clk_routes.png
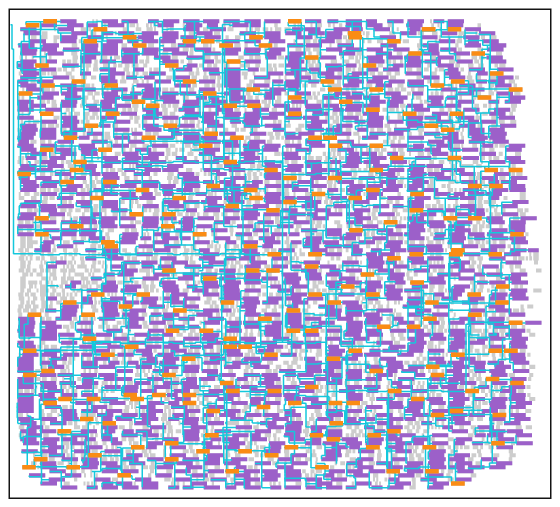
placement_by_type.png
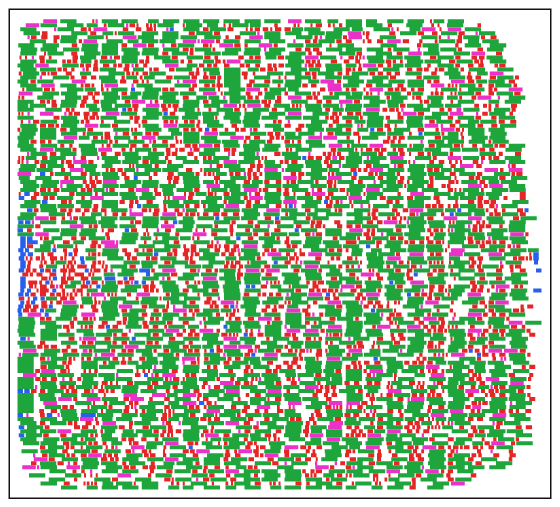
flops_by_reg.png
The bar under the picture is 100 um long.
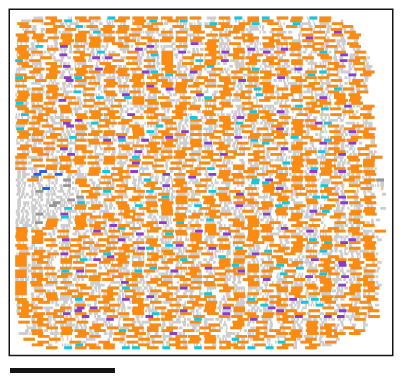
sizes.png
The bar under the picture is 100 um long.
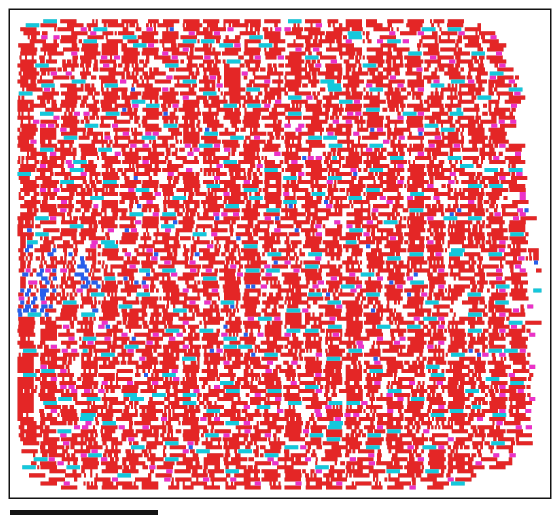
==> config.mk <==
export PLATFORM = sky130hd
export DESIGN_NAME = round_key_store_flat
export DESIGN_NICKNAME = d
export VERILOG_FILES = /design/src/rtl/round_key_store_pkg.sv /design/src/rtl/round_key_store_if.sv /design/src/rtl/round_key_store_key_slot_ram.sv /design/src/rtl/round_key_store.sv /design/src/flat_wrapper.sv
export SDC_FILE = /design/constraint.sdc
export NUM_CORES = 2
export LEC_CHECK = 0
export CAP_MARGIN = 20
export CELL_PAD_IN_SITES_DETAIL_PLACEMENT = 1
export CELL_PAD_IN_SITES_GLOBAL_PLACEMENT = 1
export CORE_ASPECT_RATIO = 0.9
export CORE_MARGIN = 5
export CORE_UTILIZATION = 58
export CTS_CLUSTER_SIZE = 8
export DETAILED_ROUTE_END_ITERATION = 16
export PLACE_DENSITY_LB_ADDON = 0.1
export SLEW_MARGIN = 20
export SYNTH_ARGS = -nofsm -noshare
export SYNTH_HDL_FRONTEND = slang
export SYNTH_HIERARCHICAL = 1
export SYNTH_SLANG_ARGS = --single-unit
==> constraint.sdc <==
create_clock -name clk -period 34.4 [get_ports clk]
set_input_delay 8.6 -clock clk [delete_from_list [all_inputs] [get_ports clk]]
set_output_delay 8.6 -clock clk [all_outputs]
set_load 0.01 [all_outputs]
==> deck_impl_summary.md <==
Implementation Results

Worst setup path
  – List of cells traversed by the critical path: clkdlybuf4s50_1 -> ha_1 -> a21oi_4 -> buf_4 -> nand2b_4 -> buf_4 -> o22ai_1 -> o31ai_1 -> o211a_1
  – Critical Path Stages: 9
  – Slowest CP cell: sky130_fd_sc_hd__buf_4
  – Largest incremental delay on the critical path: 0.96 ns
  – Cell class contributing the biggest share of worst-path delay: buffers and inverters
  – Crit path kind: input pin to flop
  – Buf/Inv on CP: 3
  – Register-to-Register Setup Slack: 29.42 ns
  – Crit path capture type: flop
  – Worst Setup Start Kind: input pin

Global routing
  – GRT overflow: 0
  – First-pass GRT wire length: 264500 um

Yosys
  – Leading cell types by count after synthesis: sky130_fd_sc_hd__edfxtp_1, sky130_fd_sc_hd__mux2_2, sky130_fd_sc_hd__mux2i_1
  – Main synth FF type: sky130_fd_sc_hd__edfxtp_1
  – Cell total in the yosys stat output: 4107
  – Synth warnings: 6
  – Post-synth design cell area: 65970 um^2
  – Aoi share: 9.808%
  – Number of library cell types mapped by synthesis: 45
  – Mux frac, synth: 12.28%
  – Flip-flops with a built-in enable: 1408
  – Adder-cell share of the synthesized area: 0.1707%
  – Top cells by area: sky130_fd_sc_hd__edfxtp_1, sky130_fd_sc_hd__dfxtp_1, sky130_fd_sc_hd__mux2_2
  – Top-area cell share: 64.09%
  – Chip area estimate from yosys synthesis: 65970 um^2
  – Dominant kind of combinational cell: multiplexers

STA
  – Worst slew pin tran: 1.228 ns
  – Final Hold Violation Tally: 0
  – Accumulated negative setup slack: 0 ns
  – Final setup fails: 0
  – Final critical-path required period: 13.10 ns

Power and ir drop
  – Worst IR drop on VDD: 0.05169 mV

Die
  – Fraction of the core area occupied by cells at floorplan: 58.37%
  – Die H: 329.9 um
  – Die outline area: 120600 um^2
  – Horizontal die dimension: 365.5 um
  – Ports: 37

Routing
  – Average via count per standard cell: 6.575
  – DRC Markers: 0
  – Number of detailed-route iterations in the first pass: 5
  – Antenna viol nets, final: 0
  – Detailed Route WL: 179700 um

Clock tree
  – Insertion delay to the later sink of the worst-skew pair: 0.81 ns
  – Post-CTS sizing: 0
  – Hold buffers post-CTS: 0
  – Root buffer cell: sky130_fd_sc_hd__clkbuf_16

Place
  – Buffers added on ports: 36
  – Half-perimeter wire length of the detailed placement result: 83400 um

Run status
  – Result of the run: finished clean

Worst hold path
  – Tightest Hold Check Type: flop to flop

Final layout
  – Dominant logic cell types in the final layout: sky130_fd_sc_hd__edfxtp_1, sky130_fd_sc_hd__mux2_2, sky130_fd_sc_hd__mux2i_1
  – Number of fill cells: 9745
  – Top cell excl fill/tap: sky130_fd_sc_hd__edfxtp_1
  – Number of nets in the layout: 4173

Run
  – Count of max-cap constraint violations: 0
  – Number of logged tool warnings: 37
## Picture notes: clk_routes.png
cyan -> clock wires  # length 19900 um
orange -> clock drivers  # count 226
purple -> flip-flops  # count 1671
flops lie = widely spread
routed clock nets = 227
Clock Power Share: 46.0%
clock group total power: 0.00205 W
Worst Skew: 0.03101 ns

## Picture notes: placement_by_type.png
green -> flops  # cells 1671, share of their area 66%
red -> combinational and other logic  # cells 2132, share of their area 24%
blue -> other buffers and delay cells  # cells 114, share of their area 1.4%
magenta -> clock drivers and dummy loads  # cells 409, share of their area 9.0%
Seq area share: 64.32%
Core Footprint: 113000 um^2

## Picture notes: flops_by_reg.png
orange -> `u_core/u_slot_ram/mem`  # flops 1408, where widely spread
purple -> `u_core/sh_q`  # flops 128, where widely spread
cyan -> `u_core/pack_q`  # flops 120, where widely spread
blue -> `u_core/stored_count`  # flops 4, where left middle
Register Area: 47550 um^2
utilization after layout: 65.41%

## Picture notes: sizes.png
blue -> _3 and _4 cells  # cells 93
cyan -> _6 and larger  # cells 242
magenta -> _2 cells  # cells 391
red -> _0 and _1 cells  # cells 3600
non-clock buffer total of the final layout: 114
minimum setup slack in the final design: 21.30 ns
Post-Layout Inst Area: 73920 um^2
synthesis-to-finish area growth: 12.06%

power breakdown:
part | switching [W] | internal, W | leakage, nW
combinational | 0.000153 | 0.0000696 | 8.02
sequential | 0.00000683 | 0.00217 | 15.0
clock | 0.000802 | 0.00124 | 3.08
area by class of cell:
cell class	count	area, um^2	area share, %
Inverter	7	26.28	0.03554
Clock buffer	405	6455	8.732
Sequential cell	1671	47550	64.32
Timing Repair Buffer	114	1008	1.364
Antenna cell	1	2.502	0.003385
Clock inverter	4	42.54	0.05755
Tap cell	1487	1861	2.517
Multi-Input combinational cell	2125	16980	22.97
worst min-delay path, delay by kind of cell (launching register included):
kind	cells	cell delay (ns)
simple gates	1	0.07
compound gates	1	0.04
flops	1	0.32
metrics by stage:
| stage | setup slack, ns | util [%] | instance area, um^2 | total power, W | hold WS [ns] |
|---|---|---|---|---|---|
| 4_1_cts | 21.02 | 65.38 | 73890 | 0.004474 | 0.4751 |
| 6_report | 21.30 | 65.41 | 73920 | 0.004450 | 0.4680 |
| 2_1_floorplan | 15.66 | - | 65970 | 0.002363 | 0.4314 |
| 5_1_grt | 21.23 | 65.41 | 73920 | 0.004591 | 0.5048 |
| 3_5_place_dp | 20.20 | 59.63 | 67390 | 0.002437 | 0.4618 |
| 3_3_place_gp | 20.34 | 59.63 | 67390 | 0.002431 | 0.4465 |
per-layer routing:
metal  wire length, um  GRT usage (%)  vias up
met5                13              0        -
met4              3277          7.772        2
met3             13970          5.883      260
met2             85750          47.36     1621
met1             76650          42.71    20183
li1                  -              -    16163
cell families (layout without fill, tap and decap cells):
logic type / after synthesis / in the layout
mux: 761 / 761
buf+inv: 311 / 530
fa+ha+maj: 9 / 9
other cells: 0 / 1
compound gates: 907 / 907
xor+xnor: 7 / 7
simple gates: 441 / 441
flops: 1671 / 1671
Power figures rest on the tool's default switching activity, not on a simulated workload.
